===== src/rtl/cache_pkg.sv =====
// cache_pkg: shared widths, FSM states and address-field helpers for the two-way cache controller.
package cache_pkg;
    localparam int TAG_W  = 5;
    localparam int IDX_W  = 3;
    localparam int WORD_W = 2;
    localparam int DATA_W = 16;
    localparam int ADDR_W = TAG_W + IDX_W + WORD_W;

    typedef enum logic [2:0] {
        S_IDLE   = 3'd0,
        S_LOOKUP = 3'd1,
        S_WB     = 3'd2,
        S_FILL   = 3'd3,
        S_RESP   = 3'd4
    } state_t;

    function automatic logic [TAG_W-1:0] addr_tag(input logic [ADDR_W-1:0] a);
        return a[ADDR_W-1 -: TAG_W];
    endfunction

    function automatic logic [IDX_W-1:0] addr_idx(input logic [ADDR_W-1:0] a);
        return a[WORD_W +: IDX_W];
    endfunction

    function automatic logic [WORD_W-1:0] addr_word(input logic [ADDR_W-1:0] a);
        return a[WORD_W-1:0];
    endfunction
endpackage


===== src/rtl/cache_lru.sv =====
// cache_lru: one LRU bit per set; the bit names the way to evict next when both ways are valid.
module cache_lru
    import cache_pkg::*;
(
    input  logic             clk,
    input  logic             rst,
    input  logic [IDX_W-1:0] i_idx,
    input  logic             i_upd,
    input  logic             i_val,
    output logic             o_lru
);
    logic [(1<<IDX_W)-1:0] r_bits;

    always_ff @(posedge clk or posedge rst) begin
        if (rst) r_bits <= '0;
        else if (i_upd) r_bits[i_idx] <= i_val;
    end

    assign o_lru = r_bits[i_idx];
endmodule


===== src/rtl/cache_ctrl.sv =====
// cache_ctrl: two-way set-associative cache sequencer (lookup, victim select, write-back, refill, replay).
// Each way/memory access is a two-phase sub-step (issue, wait) so enables drop for a cycle between accesses.
module cache_ctrl
    import cache_pkg::*;
(
    input  logic              clk,
    input  logic              rst,
    input  logic              i_cpu_req,
    input  logic              i_cpu_wr,
    input  logic [ADDR_W-1:0] i_cpu_addr,
    input  logic [DATA_W-1:0] i_cpu_wdata,
    output logic [DATA_W-1:0] o_cpu_rdata,
    output logic              o_cpu_ready,
    output logic [1:0]        o_way_en,
    output logic              o_way_cmp,
    output logic              o_way_write,
    output logic              o_way_valid_in,
    output logic [IDX_W-1:0]  o_way_idx,
    output logic [TAG_W-1:0]  o_way_tag,
    output logic [WORD_W-1:0] o_way_word,
    output logic [DATA_W-1:0] o_way_data,
    input  logic [1:0]        i_way_hit,
    input  logic [1:0]        i_way_dirty,
    input  logic [1:0]        i_way_valid,
    input  logic [1:0]        i_way_ack,
    input  logic [TAG_W-1:0]  i_way_tag_out0,
    input  logic [TAG_W-1:0]  i_way_tag_out1,
    input  logic [DATA_W-1:0] i_way_data_out0,
    input  logic [DATA_W-1:0] i_way_data_out1,
    output logic              o_mem_req,
    output logic              o_mem_wr,
    output logic [ADDR_W-1:0] o_mem_addr,
    output logic [DATA_W-1:0] o_mem_wdata,
    input  logic [DATA_W-1:0] i_mem_rdata,
    input  logic              i_mem_ack
);
    state_t            r_state;
    logic [1:0]        r_ph, r_wen, r_ack, r_hit, r_vld, r_dty;
    logic [WORD_W-1:0] r_cnt, r_word;
    logic              r_wr, r_vic, r_mreq, r_refill;
    logic [TAG_W-1:0]  r_tag, r_vtag, r_tout0, r_tout1;
    logic [IDX_W-1:0]  r_idx;
    logic [DATA_W-1:0] r_wdata, r_buf, r_dout0, r_dout1;
    logic [1:0]        w_ack, w_hit, w_vld, w_dty, w_vic_oh;
    logic [TAG_W-1:0]  w_tag0, w_tag1;
    logic [DATA_W-1:0] w_dat0, w_dat1;
    logic              w_lru, w_vic, w_vic_dirty, w_done, w_upd;

    // Ways may ack in different cycles: merge live status with what earlier acks left behind.
    assign w_ack       = r_ack | (i_way_ack & r_wen);
    assign w_hit       = (i_way_ack & i_way_hit) | (~i_way_ack & r_hit);
    assign w_vld       = (i_way_ack & i_way_valid) | (~i_way_ack & r_vld);
    assign w_dty       = (i_way_ack & i_way_dirty) | (~i_way_ack & r_dty);
    assign w_tag0      = i_way_ack[0] ? i_way_tag_out0 : r_tout0;
    assign w_tag1      = i_way_ack[1] ? i_way_tag_out1 : r_tout1;
    assign w_dat0      = i_way_ack[0] ? i_way_data_out0 : r_dout0;
    assign w_dat1      = i_way_ack[1] ? i_way_data_out1 : r_dout1;
    assign w_done      = (r_state == S_LOOKUP) && (r_ph == 2'd1) && (w_ack == 2'b11);
    assign w_vic       = !w_vld[0] ? 1'b0 : !w_vld[1] ? 1'b1 : w_lru;
    assign w_vic_dirty = w_vic ? (w_vld[1] & w_dty[1]) : (w_vld[0] & w_dty[0]);
    assign w_vic_oh    = r_vic ? 2'b10 : 2'b01;
    assign w_upd       = w_done && |w_hit;

    cache_lru u_lru (
        .clk   (clk),
        .rst   (rst),
        .i_idx (r_idx),
        .i_upd (w_upd),
        .i_val (w_hit[0]),
        .o_lru (w_lru)
    );

    always_ff @(posedge clk or posedge rst) begin
        if (rst) begin
            r_state <= S_IDLE;
            r_ph <= '0; r_wen <= '0; r_ack <= '0; r_hit <= '0; r_vld <= '0; r_dty <= '0;
            r_cnt <= '0; r_word <= '0; r_wr <= 1'b0; r_vic <= 1'b0; r_mreq <= 1'b0; r_refill <= 1'b0;
            r_tag <= '0; r_vtag <= '0; r_tout0 <= '0; r_tout1 <= '0; r_idx <= '0;
            r_wdata <= '0; r_buf <= '0; r_dout0 <= '0; r_dout1 <= '0;
        end else begin
            case (r_state)
                S_IDLE: if (i_cpu_req) begin
                    r_tag    <= addr_tag(i_cpu_addr);
                    r_idx    <= addr_idx(i_cpu_addr);
                    r_word   <= addr_word(i_cpu_addr);
                    r_wr     <= i_cpu_wr;
                    r_wdata  <= i_cpu_wdata;
                    r_refill <= 1'b0;
                    r_ph     <= 2'd0;
                    r_state  <= S_LOOKUP;
                end
                S_LOOKUP: if (r_ph == 2'd0) begin
                    r_wen <= 2'b11;
                    r_ph  <= 2'd1;
                end else begin
                    r_ack <= w_ack; r_hit <= w_hit; r_vld <= w_vld; r_dty <= w_dty;
                    r_tout0 <= w_tag0; r_tout1 <= w_tag1; r_dout0 <= w_dat0; r_dout1 <= w_dat1;
                    if (w_ack == 2'b11) begin
                        r_wen <= '0;
                        r_ack <= '0;
                        r_ph  <= 2'd0;
                        // A replay that still misses answers anyway rather than refilling twice.
                        if (|w_hit || r_refill) begin
                            r_buf   <= (r_wr || !(|w_hit)) ? '0 : (w_hit[0] ? w_dat0 : w_dat1);
                            r_state <= S_RESP;
                        end else begin
                            r_vic   <= w_vic;
                            r_vtag  <= w_vic ? w_tag1 : w_tag0;
                            r_state <= w_vic_dirty ? S_WB : S_FILL;
                        end
                    end
                end
                S_WB: case (r_ph)
                    2'd0: begin r_wen <= w_vic_oh; r_ph <= 2'd1; end
                    2'd1: if (|(i_way_ack & r_wen)) begin
                        r_buf <= r_vic ? i_way_data_out1 : i_way_data_out0;
                        r_wen <= '0;
                        r_ph  <= 2'd2;
                    end
                    2'd2: begin r_mreq <= 1'b1; r_ph <= 2'd3; end
                    default: if (i_mem_ack) begin
                        r_mreq  <= 1'b0;
                        r_cnt   <= r_cnt + 1'b1;
                        r_ph    <= 2'd0;
                        r_state <= &r_cnt ? S_FILL : S_WB;
                    end
                endcase
                S_FILL: case (r_ph)
                    2'd0: begin r_mreq <= 1'b1; r_ph <= 2'd1; end
                    2'd1: if (i_mem_ack) begin
                        r_buf  <= i_mem_rdata;
                        r_mreq <= 1'b0;
                        r_ph   <= 2'd2;
                    end
                    2'd2: begin r_wen <= w_vic_oh; r_ph <= 2'd3; end
                    default: if (|(i_way_ack & r_wen)) begin
                        r_wen    <= '0;
                        r_cnt    <= r_cnt + 1'b1;
                        r_ph     <= 2'd0;
                        r_refill <= &r_cnt;
                        r_state  <= &r_cnt ? S_LOOKUP : S_FILL;
                    end
                endcase
                default: r_state <= S_IDLE;
            endcase
        end
    end

    assign o_cpu_ready    = r_state == S_RESP;
    assign o_cpu_rdata    = o_cpu_ready ? r_buf : '0;
    assign o_way_en       = r_wen;
    assign o_way_cmp      = r_state == S_LOOKUP;
    assign o_way_write    = (r_state == S_LOOKUP && r_wr) || r_state == S_FILL;
    assign o_way_valid_in = r_state == S_FILL;
    assign o_way_idx      = r_idx;
    assign o_way_tag      = r_tag;
    assign o_way_word     = r_state == S_LOOKUP ? r_word : r_cnt;
    assign o_way_data     = r_state == S_LOOKUP ? r_wdata : r_state == S_FILL ? r_buf : '0;
    assign o_mem_req      = r_mreq;
    assign o_mem_wr       = r_state == S_WB;
    assign o_mem_addr     = {r_state == S_WB ? r_vtag : r_tag, r_idx, r_cnt};
    assign o_mem_wdata    = r_state == S_WB ? r_buf : '0;
endmodule


===== config.mk =====
export PLATFORM = sky130hd
export DESIGN_NAME = cache_ctrl
export DESIGN_NICKNAME = d
export VERILOG_FILES = /design/src/rtl/cache_pkg.sv /design/src/rtl/cache_lru.sv /design/src/rtl/cache_ctrl.sv
export SDC_FILE = /design/constraint.sdc
export NUM_CORES = 1
export LEC_CHECK = 0
export CAP_MARGIN = 0
export CORE_MARGIN = 2
export CORE_UTILIZATION = 45
export DETAILED_ROUTE_END_ITERATION = 12
export GPL_ROUTABILITY_DRIVEN = 1
export PLACE_DENSITY = 0.77
export SLEW_MARGIN = 25
export SYNTH_ARGS = -nofsm -noshare
export SYNTH_HDL_FRONTEND = slang
export SYNTH_SLANG_ARGS = --single-unit

===== constraint.sdc =====
create_clock -name clk -period 3.9 [get_ports clk]
set_clock_uncertainty 0.1 [all_clocks]
set_input_delay 0.39 -clock clk [delete_from_list [all_inputs] [get_ports clk]]
set_output_delay 0.39 -clock clk [all_outputs]
set_load 0.1 [all_outputs]

Fig. 1: run 1, wiring heat map
The bar under the picture is 50 um long. The die is cut into 26 by 26 equal tiles; dark purple is low, yellow is high, scaled to the fullest tile. Values are wire area over tile area, all layers added.
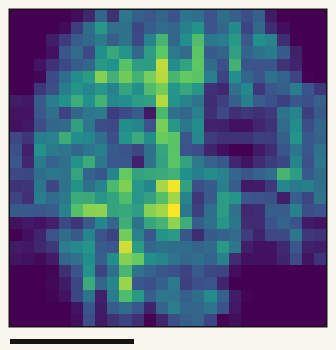
The mean over all tiles is 0.18. 15% of the tiles are nearly empty. 18% of the tiles are over half the peak. The fullest tile reaches 0.59. The emptiest ninth of the die: south-east.
DR WL/cell: 18.51 um
detailed-route via count: 5495
Post-Route WL: 18070 um
GRT Total Usage: 0.2261

Fig. 2: run 1, I/O nets highlighted
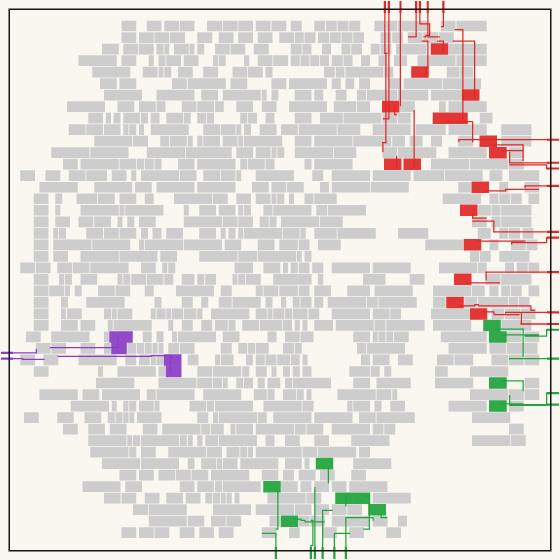
Key: i_way_hit = purple [direction input, edge west, end cells 4, buffers 2, wire 64.4 um]; i_cpu_wdata = red [direction input, edge 9 east, 7 north, end cells 16, buffers 16, wire 397 um]; i_cpu_addr = green [direction input, edge 6 south, 4 east, end cells 10, buffers 10, wire 173 um]
Port Buffers: 172
Boundary Pins: 173

==> notes.md, run 1 <==
yosys + openroad results -> status=complete, no violations, max-slew violations=0, biggest area cells=dfrtp_1 (43%), mux2_2 (18%), mux2i_1 (7.3%), a21oi_1 (3.7%), and2_1 (3.2%), Max-Cap Viols=0, area share, top type=0.4300, RR Endpoint=r_buf[0]$_DFFE_PP0P_, clock network area share=0.06469, global route overflow=0, iteration tally of the first detailed-router pass=4, Gate power share=0.580, Rows=approximately 45, XORs/XNORs by Area=0.001275, Cell Count, Final, Fillers Out=a little under 1000, CTS tree=yes, YS chip area=~0.0069 mm^2, Floorplan Nets=727, setup TNS=0 ps, CP Launch Point=r_state[1]$_DFFE_PP0P_, FA/HA/MAJ Cells, Area Fraction=0.009109, area of the die=0.01627 mm^2, clk_lat worst skew=between 400 and 500 ps, sequential power share=0.247, cts hold-fix bufs=0, worst min-delay path class=register to register, comb pwr=5.30 mW, largest net degree at the start of global routing=approximately 69, Data buffer area share=0.2027, Synth flops=118, Clk Tree Root Cell=clkbuf_16, aoi/oai-family share of the synthesized area=0.1161, top cells by count=dfrtp_1 (118), mux2_2 (111), a21oi_1 (51), CP Cell Sequence=nor2b_1 -> nand2b_1 -> inv_2 -> mux2_2 -> buf_4, critical path's slowest cell=dfrtp_1, Top FF cell, synth=dfrtp_1, post-route setup slack=438.6 ps, CLK BUF=24, Power Sequential=2.25 mW, routing usage on met1=0.2991, GR peak layer=met2, critical path class=register to output pin
Fig. 3: run 1, cell sizes after repair
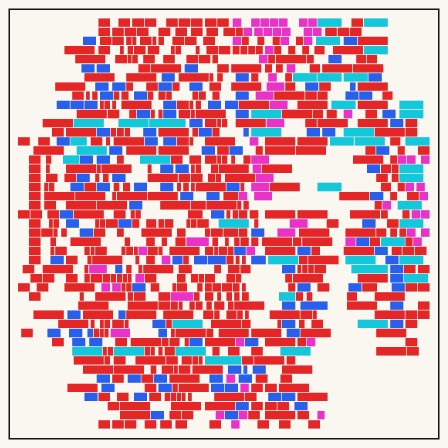
Key: drive 2 = blue [cells 123, share 16%]; drive 1 or less = red [cells 556, share 71%]; drive 6 and up = cyan [cells 43, share 5.5%]; drive 3 to 4 = magenta [cells 66, share 8.4%]
Non-clk bufs: 181
synth-to-layout area growth: 35.74%
fin area: 0.009323 mm^2

Fig. 4: run 1, placement by cell class
The bar under the picture is 50 um long.
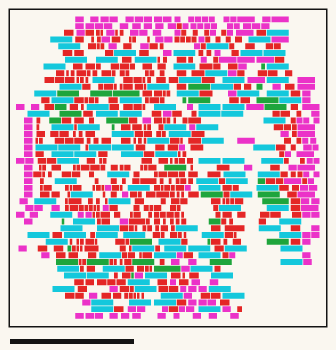

--- run 2 (diff from run 1) ---
--- a/config.mk
+++ b/config.mk
@@ -6,6 +6,7 @@
 export NUM_CORES = 1
 export LEC_CHECK = 0
 export CAP_MARGIN = 0
+export CORE_ASPECT_RATIO = 1.1
 export CORE_MARGIN = 2
 export CORE_UTILIZATION = 45
 export DETAILED_ROUTE_END_ITERATION = 12
==> constraint.sdc (replaced) <==
create_clock -name clk -period 4.2 [get_ports clk]
set_clock_uncertainty 0.1 [all_clocks]
set_input_delay 0.42 -clock clk [delete_from_list [all_inputs] [get_ports clk]]
set_output_delay 0.42 -clock clk [all_outputs]
set_load 0.1 [all_outputs]
Fig. 5: run 2, placement by cell class
The bar under the picture is 20 um long.
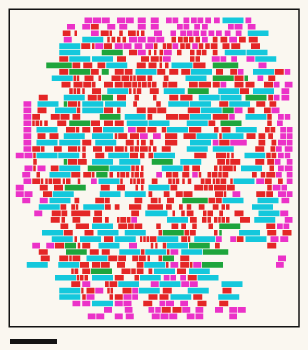
Key: all other logic = red [cells 457]; other buffers and delay cells = magenta [cells 183]; flops = cyan [cells 118]; clock drivers and dummy loads = green [cells 31]

Fig. 6: run 2, congestion heat map
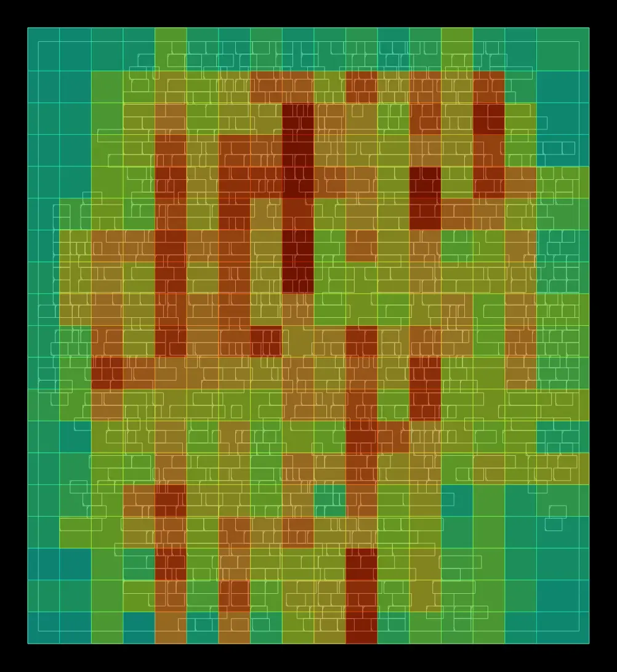
GRT Total Usage: 0.2306
met2 GRT Util: 0.3808

==> run 2 against run 1 <==
Effect of this change: sequential power decreased by 7%; sequential share of layout area increased by 0.62 points; setup slack improved by 390 ps; final cell count up 0.92%; non-clock buffer count grew 2; via count unchanged; core utilization is 1.0 points lower; die size about the same; clock-buffer cell count down 1; synthesized cell count unchanged; register-to-register slack better by 60 ps; critical path type unchanged; critical endpoint unchanged; largest cell class unchanged.
==> notes.md, run 2 <==
yosys + openroad results -> post-route setup slack=830.9 ps (+392.4 ps), status=complete, no violations, share of cells above drive strength 1=0.2991, aoi/oai-family share of the synthesized area=0.1161 (unchanged), number of setup buffers added after CTS=0, FA/HA/MAJ Cells, Area Fraction=0.009109 (unchanged), comb pwr=4.81 mW (-9.2%), Hold Vio Cnt, Final=0, critical path class=register to output pin, RR Endpoint=r_dout1[2]$_DFFE_PP0P_, Cell Count, Final, Fillers Out=985 (+0.92%), clock network area share=0.07017 (+0.005479), tool warnings=29, Port Buffers=172 (unchanged), Placed Area=0.008504 mm^2, area share, top type=0.4300 (unchanged), Rows=47 (+4.4%), Floorplan Nets=727 (unchanged), Gate power share=0.569 (-0.011), worst min-delay path class=primary input to asynchronous set/reset pin, GR peak layer=met2, Top FF cell, synth=dfrtp_1, DRC errors left=0, setup TNS=0 ps (unchanged), Clk Tree Root Cell=clkbuf_16, Worst R2R Setup Slack=1240 ps, Post-Route WL=18740 um (+3.7%), Period minus WS final=around 3400 ps, largest net degree at the start of global routing=64 (-7.2%), number of non-clock inverters=6, YS chip area=0.006868 mm^2 (unchanged), synth-to-layout area growth=33.19%, mux share=0.2822, sequential power share=0.247 (about the same), Non-clk bufs=183 (+1.1%), XORs/XNORs by Area=0.001275 (unchanged), Finished Core Util=0.6100, Nets=about 900, cts hold-fix bufs=0 (unchanged), routing usage on met1=0.3001 (+0.001002), biggest area cells=dfrtp_1 (43%), mux2_2 (18%), mux2i_1 (7.3%), a21oi_1 (3.7%), and2_1 (3.2%), Power Sequential=2.09 mW (-7%), global route overflow=0 (unchanged), CP Cell Sequence=nor2b_1 -> nand2b_1 -> inv_2 -> mux2_2 -> buf_4, DR WL/cell=19.02 um (+2.7%), critical path's slowest cell=nor2b_1, top cells by count=dfrtp_1 (118), mux2_2 (111), a21oi_1 (51), fin area=0.009148 mm^2 (-1.9%), Max-Cap Viols=0 (unchanged), clk_lat worst skew=420 ps (about the same), CLK BUF=23 (-4.2%), Starting DRT DRC Count=286, iteration tally of the first detailed-router pass=4 (unchanged), Synth flops=118 (unchanged), Data buffer area share=0.1822 (-0.02047), detailed-route via count=5495 (unchanged), max incr delay on CP=between 500 and 600 ps, Boundary Pins=173 (unchanged)
Fig. 7: run 2, cell sizes after repair
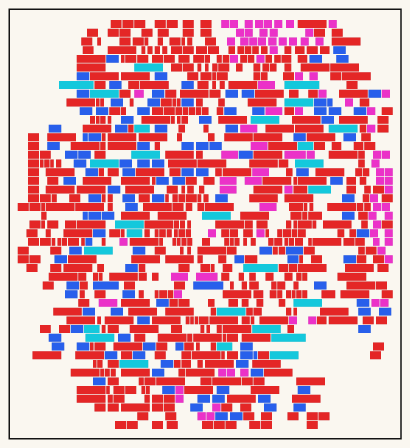

--- run 3 (diff from run 2) ---
--- a/config.mk
+++ b/config.mk
@@ -11,7 +11,7 @@
 export CORE_UTILIZATION = 45
 export DETAILED_ROUTE_END_ITERATION = 12
 export GPL_ROUTABILITY_DRIVEN = 1
-export PLACE_DENSITY = 0.77
+export PLACE_DENSITY = 0.8
 export SLEW_MARGIN = 25
 export SYNTH_ARGS = -nofsm -noshare
 export SYNTH_HDL_FRONTEND = slang
==> constraint.sdc (replaced) <==
create_clock -name clk -period 2.7 [get_ports clk]
set_clock_uncertainty 0.1 [all_clocks]
set_input_delay 0.27 -clock clk [delete_from_list [all_inputs] [get_ports clk]]
set_output_delay 0.27 -clock clk [all_outputs]
set_load 0.1 [all_outputs]
Fig. 8: run 3, cell sizes after repair
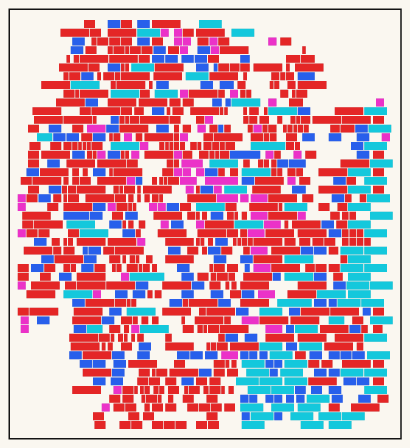
Key: drive 2 = blue [cells 154, share 19%]; drive 6 and up = cyan [cells 85, share 10%]; drive 1 or less = red [cells 508, share 63%]; drive 3 to 4 = magenta [cells 65, share 8.0%]

Fig. 9: run 3, placement by cell class
The bar under the picture is 20 um long.
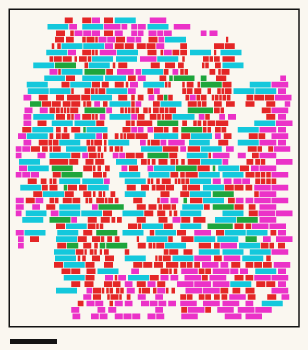
Key: clock drivers and dummy loads = green [cells 31]; all other logic = red [cells 457]; flops = cyan [cells 118]; other buffers and delay cells = magenta [cells 206]

==> run 3 against run 2 <==
Effect of this change: first-iteration DRC count stayed put; sequential share of layout area is 2.9 points lower; synthesized cell count stayed put; critical path depth is 1 lower; worst hold slack better by 1.2 ps; global-route usage is 2.0 points higher; die size stayed put; clock power is 47% higher; final cell count is 2.3% higher; core utilization is 6.0 points higher; critical endpoint is now o_way_word[1]; largest cell class unchanged; largest power group unchanged; highest routed layer unchanged.
==> notes.md, run 3 <==
yosys + openroad results -> Gate power share=0.609 (+0.040), Synth flops=118 (unchanged), Cell Count, Final, Fillers Out=1008 (+2.3%), largest net degree at the start of global routing=48 (-25%), Floorplan Nets=727 (unchanged), Period minus WS final=roughly 2600 ps, Rows=47 (unchanged), biggest area cells=dfrtp_1 (43%), mux2_2 (18%), mux2i_1 (7.3%), a21oi_1 (3.7%), and2_1 (3.2%), cts hold-fix bufs=1 (+1), GR peak layer=met2, comb pwr=8.66 mW (+80%), dpl hpwl=14990 um, Synth top cell by count=dfrtp_1, DRC errors left=0 (unchanged), FA/HA/MAJ Cells, Area Fraction=0.009109 (unchanged), Flop area=0.002958 mm^2, post-route setup slack=118.5 ps (-712.4 ps), Max-Cap Viols=0 (unchanged), synth-to-layout area growth=46.36%, YS chip area=0.006868 mm^2 (unchanged), critical path class=register to output pin, Placed Area=0.009433 mm^2 (+11%), DR WL/cell=19.90 um (+4.6%), number of setup buffers added after CTS=0 (unchanged), worst min-delay path class=primary input to register, tool warnings=29 (unchanged), Finished Core Util=0.6703 (+0.06032), Worst R2R Setup Slack=210 ps (-1030 ps), clock sinks=118, Non-clk bufs=206 (+13%), Crit Path Max Fanout=23, Hold Path Depth=2, RSZ-0062 raised after global routing=no, Data buffer area share=0.2552 (+0.07298), number of non-clock inverters=6 (unchanged), XORs/XNORs by Area=0.001275 (unchanged), sequential power share=0.229 (-0.018), routing usage on met1=0.3104 (+0.01025), Nets=902 (+2.6%), clk_lat worst skew=410 ps (about the same), clock network area share=0.05962 (-0.01055), aoi/oai-family share of the synthesized area=0.1161 (unchanged), top cells by count=dfrtp_1 (118), mux2_2 (111), a21oi_1 (51), Port Buffers=172 (unchanged), share of cells above drive strength 1=0.3744 (+0.07527), Post-Route WL=20060 um (+7.1%), Clk Tree Root Cell=clkbuf_16, CP Cell Sequence=nor3b_4 -> buf_4 -> mux2_2 -> buf_12, Starting DRT DRC Count=286 (unchanged), Hold Vio Cnt, Final=0 (unchanged), global route overflow=0 (unchanged), total net switching power=6.811 mW, CLK BUF=22 (-4.3%), Top FF cell, synth=dfrtp_1, mux share=0.2822 (unchanged), critical path's slowest cell=dfrtp_1, max incr delay on CP=600 ps (+20 ps), Boundary Pins=173 (unchanged), Power Sequential=3.26 mW (+56%), iteration tally of the first detailed-router pass=7 (+3), GRT Total Usage=0.2511 (+0.02049), worst-margin pin slew=597.5 ps, RR Endpoint=u_lru.r_bits[1]$_DFFE_PP0P_, met2 GRT Util=0.4305 (+0.04966), detailed-route via count=5667 (+3.1%), status=complete, no violations, area share, top type=0.4300 (unchanged), fin area=0.01005 mm^2 (+9.9%), setup TNS=0 ps (unchanged)
Power figures rest on the tool's default switching activity, not on a simulated workload.
